## config.mk

```make
export PLATFORM = sky130hd
export DESIGN_NAME = pipeline_control_unit
export DESIGN_NICKNAME = d
export VERILOG_FILES = /design/src/rtl/pipeline_control_unit.sv
export SDC_FILE = /design/constraint.sdc
export NUM_CORES = 1
export LEC_CHECK = 0
export CORE_UTILIZATION = 39
export DETAILED_ROUTE_END_ITERATION = 7
export PLACE_DENSITY = 0.75
export SKIP_LAST_GASP = 1
export SLEW_MARGIN = 20
export SYNTH_ARGS = -nofsm -noshare
export SYNTH_HDL_FRONTEND = slang
export SYNTH_SLANG_ARGS = --single-unit
```

## constraint.sdc

```tcl
create_clock -name clk_i -period 1.7 [get_ports clk_i]
set_input_delay 0.255 -clock clk_i [delete_from_list [all_inputs] [get_ports clk_i]]
set_output_delay 0.255 -clock clk_i [all_outputs]
set_load 0.005 [all_outputs]
```

## src/rtl/pipeline_control_unit.sv

```systemverilog
// -----------------------------------------------------------------------------
// pipeline_control_unit
// Hazard and sequencing controller for a five-stage pipeline. It detects
// load-use hazards, squashes wrong-path work on taken branches, sequences
// RET/RTI (waiting for the popped PC to reach MEM/WB) and sequences interrupt
// entry (push PC, push flags, jump to vector).
//
// Ports
//   clk_i             processor clock, all state updates on rising edge
//   rst_i             synchronous active-high reset; forces all outputs to 0
//   int_i             external interrupt request (level, rising edge = event)
//   ex_mem_read_i     instruction in EX is a memory read
//   ex_rdst_i         destination register of instruction in EX
//   id_rsrc_i         source register of instruction in ID
//   id_rdst_i         destination register of instruction in ID
//   id_uses_rsrc_i    instruction in ID reads id_rsrc_i
//   id_uses_rdst_i    instruction in ID reads id_rdst_i
//   branch_taken_i    branch/jump resolved taken in EX this cycle
//   id_ret_i          RET decoded in ID
//   id_rti_i          RTI decoded in ID
//   stall_if_o        hold PC and IF/ID
//   stall_id_o        hold ID-stage inputs
//   flush_if_o        load a bubble into IF/ID
//   flush_id_o        load a bubble into ID/EX
//   pc_sel_o          00 PC+1, 01 branch target, 10 popped PC, 11 int vector
//   push_pc_o         one-cycle request to push PC
//   push_flags_o      one-cycle request to push flags
//   restore_flags_o   one-cycle request to restore popped flags
//   int_active_o      interrupt entry sequence in progress
// -----------------------------------------------------------------------------
module pipeline_control_unit (
   input  logic       clk_i,
   input  logic       rst_i,
   input  logic       int_i,
   input  logic       ex_mem_read_i,
   input  logic [2:0] ex_rdst_i,
   input  logic [2:0] id_rsrc_i,
   input  logic [2:0] id_rdst_i,
   input  logic       id_uses_rsrc_i,
   input  logic       id_uses_rdst_i,
   input  logic       branch_taken_i,
   input  logic       id_ret_i,
   input  logic       id_rti_i,
   output logic       stall_if_o,
   output logic       stall_id_o,
   output logic       flush_if_o,
   output logic       flush_id_o,
   output logic [1:0] pc_sel_o,
   output logic       push_pc_o,
   output logic       push_flags_o,
   output logic       restore_flags_o,
   output logic       int_active_o
);

   typedef enum logic [2:0] {
      S_RUN        = 3'd0,
      S_INT_PUSHPC = 3'd1,
      S_INT_PUSHF  = 3'd2,
      S_INT_VEC    = 3'd3,
      S_RET_WAIT   = 3'd4,
      S_RET_LOAD   = 3'd5
   } state_e;

   state_e     state_q, state_d;
   logic       int_prev_q, int_prev_d;
   logic       int_pend_q, int_pend_d;
   logic [1:0] cnt_q, cnt_d;
   logic       is_rti_q, is_rti_d;

   logic       int_edge_s;
   logic       load_use_s;
   logic       ret_req_s;

   // Hazard and event decode from current-cycle inputs
   assign int_edge_s = int_i & ~int_prev_q;
   assign load_use_s = ex_mem_read_i &
                       ((id_uses_rsrc_i & (ex_rdst_i == id_rsrc_i)) |
                        (id_uses_rdst_i & (ex_rdst_i == id_rdst_i)));
   assign ret_req_s  = id_ret_i | id_rti_i;

   // State register with synchronous reset
   always_ff @(posedge clk_i) begin
      if (rst_i) begin
         state_q    <= S_RUN;
         int_prev_q <= 1'b0;
         int_pend_q <= 1'b0;
         cnt_q      <= 2'd0;
         is_rti_q   <= 1'b0;
      end else begin
         state_q    <= state_d;
         int_prev_q <= int_prev_d;
         int_pend_q <= int_pend_d;
         cnt_q      <= cnt_d;
         is_rti_q   <= is_rti_d;
      end
   end

   // Next-state and output decode
   always_comb begin
      state_d         = state_q;
      int_prev_d      = int_i;
      // edges arriving while already pending are simply absorbed by the OR
      int_pend_d      = int_pend_q | int_edge_s;
      cnt_d           = cnt_q;
      is_rti_d        = is_rti_q;
      stall_if_o      = 1'b0;
      stall_id_o      = 1'b0;
      flush_if_o      = 1'b0;
      flush_id_o      = 1'b0;
      pc_sel_o        = 2'b00;
      push_pc_o       = 1'b0;
      push_flags_o    = 1'b0;
      restore_flags_o = 1'b0;
      int_active_o    = 1'b0;

      if (rst_i) begin
         // reset forces a quiet interface; registers are reset in always_ff
         state_d = S_RUN;
      end else begin
         case (state_q)
            S_RUN: begin
               if (branch_taken_i) begin
                  // a taken branch squashes whatever sits in IF and ID,
                  // including a RET/RTI or a load-use consumer
                  pc_sel_o   = 2'b01;
                  flush_if_o = 1'b1;
                  flush_id_o = 1'b1;
               end else if (load_use_s) begin
                  stall_if_o = 1'b1;
                  stall_id_o = 1'b1;
                  flush_id_o = 1'b1;
               end else if (ret_req_s) begin
                  flush_if_o = 1'b1;
                  state_d    = S_RET_WAIT;
                  cnt_d      = 2'd3;
                  is_rti_d   = id_rti_i;
               end else if (int_pend_q) begin
                  state_d = S_INT_PUSHPC;
               end else begin
                  state_d = S_RUN;
               end
            end
            S_INT_PUSHPC: begin
               push_pc_o    = 1'b1;
               stall_if_o   = 1'b1;
               flush_if_o   = 1'b1;
               int_active_o = 1'b1;
               state_d      = S_INT_PUSHF;
            end
            S_INT_PUSHF: begin
               push_flags_o = 1'b1;
               stall_if_o   = 1'b1;
               flush_if_o   = 1'b1;
               int_active_o = 1'b1;
               state_d      = S_INT_VEC;
            end
            S_INT_VEC: begin
               pc_sel_o     = 2'b11;
               flush_if_o   = 1'b1;
               int_active_o = 1'b1;
               int_pend_d   = 1'b0;
               state_d      = S_RUN;
            end
            S_RET_WAIT: begin
               // wait for the popped PC to reach MEM/WB (three cycles)
               stall_if_o = 1'b1;
               flush_if_o = 1'b1;
               cnt_d      = cnt_q - 2'd1;
               if (cnt_q == 2'd1) begin
                  state_d = S_RET_LOAD;
               end else begin
                  state_d = S_RET_WAIT;
               end
            end
            S_RET_LOAD: begin
               pc_sel_o        = 2'b10;
               restore_flags_o = is_rti_q;
               flush_if_o      = 1'b1;
               is_rti_d        = 1'b0;
               state_d         = S_RUN;
            end
            default: begin
               state_d = S_RUN;
            end
         endcase
      end
   end

endmodule
```

==> impl_metrics.csv <==
group,metric,value,unit
floorplan,die_h,41.3,um
clock_network,clkSinkCount,8,
yosys,ys_top_cells_by_count,"dfxtp_1 (8), xnor2_1 (8), nor2_1 (7), a21oi_1 (6), nor3_1 (6)",
setup_path,max_stage_delay,0.60,ns
final_timing,final-setup-viol-count,0,
final_timing,min_period,1.63,ns
setup_path,critPathLaunch,"branch_taken_i",
cells_and_area,regArea,160,um^2
floorplan,coreArea,1370,um^2
floorplan,std_cell_rows,13,
cells_and_area,nonClockBufferCount,45,
detailed_routing,ant_nets,0,
setup_path,r2r_slack,0.35,ns
power_and_ir_drop,p_clk,138,uW
yosys,synth-xor-area-share,11.6,%
power_and_ir_drop,power.switching,205,uW
power_and_ir_drop,irDropWorstVdd,587,uV
min_path,holdPathStages,1,
cells_and_area,flops,8,
yosys,top_cell_area_share,26.6,%
final_timing,final_hold_viol_count,0,
cells_and_area,clock_area_share,2.16,%
cells_and_area,final_cell_mix,"buf_4 (16), dfxtp_1 (8), dlygate4sd2_1 (7)",
min_path,min_from,"cnt_q[1]",
setup_path,cpLargestDelayFamily,"buffers and inverters",
detailed_routing,drt-met1-wl,766,um
yosys,logic_family,"simple AND/OR/NAND/NOR gates",
global_routing,grt_pass1_vias,606,
setup_path,worst_setup_path_start_kind,"input pin",
yosys,yosysWarningCount,0,
setup_path,required,1.44,ns
cells_and_area,final_nets,141,
cells_and_area,area_growth,73.4,%
yosys,netlist_area,602,um^2
setup_path,critPathBufInv,2,
cells_and_area,reg_top3,"state_q: 3 flops, cnt_q: 2 flops",
final_timing,whs,0.481,ns
placement,placed_cells,128,
cells_and_area,buf_share,35.9,%
placement,dp_worst_setup_slack,-0.677,ns
global_routing,grt_pass1_wl,2550,um
floorplan,n_tap_cell,15,
placement,port_buffers,27,
cells_and_area,final_area,1040,um^2
detailed_routing,routed.top_layer,"met4",
power_and_ir_drop,leakage,0.483,nW
cells_and_area,layout-drive-gt1-share,33.3,%
global_routing,antenna_found_initial,0,
setup_path,cp_max_fo,7,
power_and_ir_drop,p_clk_share,20.8,%
detailed_routing,wl_met2,849,um
power_and_ir_drop,finalPower,663,uW
detailed_routing,viasPerCell,5.27,
cells_and_area,regMostFlops,"state_q",
cells_and_area,biggestCellCategory,"combinational gates",
cells_and_area,lay_top_count,"buf_4",
yosys,ys_sh_adder,2.08,%
yosys,synthAoiAreaFrac,23.5,%
final_timing,final.setup.tns,0,ns
detailed_routing,avgRoutedWirePerCell,12.8,um
yosys,yosysCellCount,76,
outcome,status,"completed",
clock_network,post_cts_buffers,3,
final_timing,maxSlewHeadroom,68.1,%
final_timing,clock_skew,0.00136,ns
setup_path,path_class,"in -> out",
detailed_routing,firstDrtPassIters,4,
setup_path,reg2reg_from,"state_q[1]",
flow_run,drv_cap,0,
min_path,hp-class,"reg -> reg",
setup_path,worst_path_max_delay_cell,"clkdlybuf4s50_1",
power_and_ir_drop,switching_share,30.9,%
power_and_ir_drop,powerDensity,635,nW/um^2
final_timing,slew_violations,0,
flow_run,tool_warnings,28,
cells_and_area,comb_area,449,um^2
final_timing,fmax,613,MHz
cells_and_area,largest_register_ffs,3,
setup_path,endpoint,"pc_sel_o[0]",
global_routing,busiest_layer,"met2",
yosys,yosys.area_share.simple,30.4,%
yosys,top_cells_by_area,"dfxtp_1 (27%), xnor2_1 (12%), a21oi_1 (5.0%)",
yosys,synth_flops,8,
final_timing,finalCritPeriodShare,95.9,%
setup_path,reg2reg_depth,6,
cells_and_area,nMultiInputCombCells,59,
detailed_routing,drtIter0Drc,11,
power_and_ir_drop,top_power_group,"combinational cells",
final_timing,setup_ws,0.0696,ns
placement,postPlaceCellArea,980,um^2
clock_network,clk_pin_slew,0.05,ns
power_and_ir_drop,power_frac_seq,33.4,%
yosys,flop_cell,"dfxtp_1",
placement,place.gp.congestion,0.710,
power_and_ir_drop,power.internal,458,uW
floorplan,die_x,41.3,um
yosys,edf_count,0,
cells_and_area,nClkBuffers,3,
detailed_routing,drc,0,
global_routing,grt_start_max_net_pins,13,
floorplan,io_pins,28,
clock_network,cts_buffer_depth,2,
yosys,ys_sh_mux,0,%
yosys,synth_area_leader_cell,"dfxtp_1",
cells_and_area,postLayoutCoreUtil,76.4,%
final_timing,worst_slew_pin_slew,0.475,ns
min_path,holdPathEnd,"cnt_q[1]",
clock_network,h-tree-depth,1,
cells_and_area,sh_comb_area,43.0,%
cells_and_area,antenna_cells,0,
global_routing,overflow,0,
placement,hpwl,1330,um
cells_and_area,inverters,5,
floorplan,fp_util,44.0,%
yosys,fp_nets,95,
Metal 1:
The bar under the picture is 10 um long.
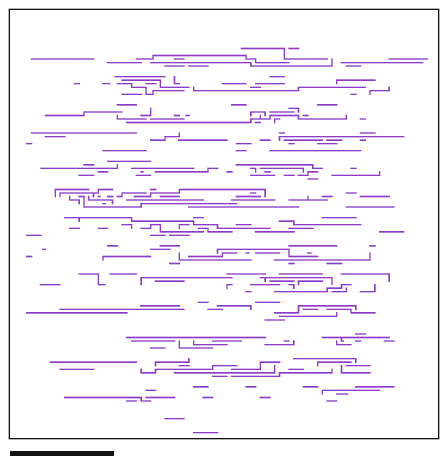
nets with wire on the layer: 125
share of all routed wire: 44%
longest straight run: 13.3 um
final WL: 1730 um
met1 Resource Use GR: 27.4%
via count: 712

Met2 routing:
The bar under the picture is 10 um long. Cells faint in the background.
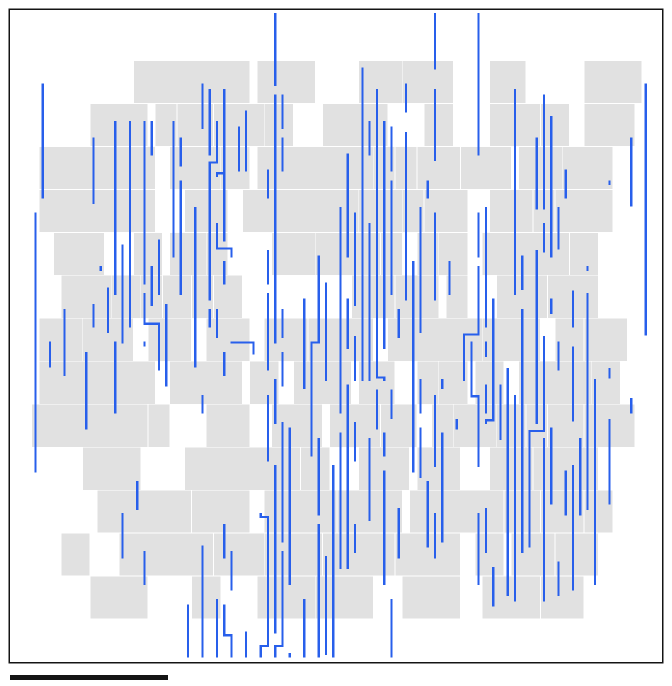
longest straight run: 19.7 um
share of all routed wire: 49%
wire length on this layer: 850 um
M2 GR Usage: 41.4%

Metal 3:
The bar under the picture is 10 um long. Cells faint in the background.
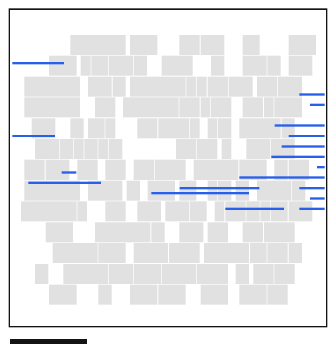
longest straight run: 12.4 um
main direction: horizontal
share of all routed wire: 5.7%
wire length on this layer: 98.7 um
met3 usage: 3.26%

Power figures rest on the tool's default switching activity, not on a simulated workload.
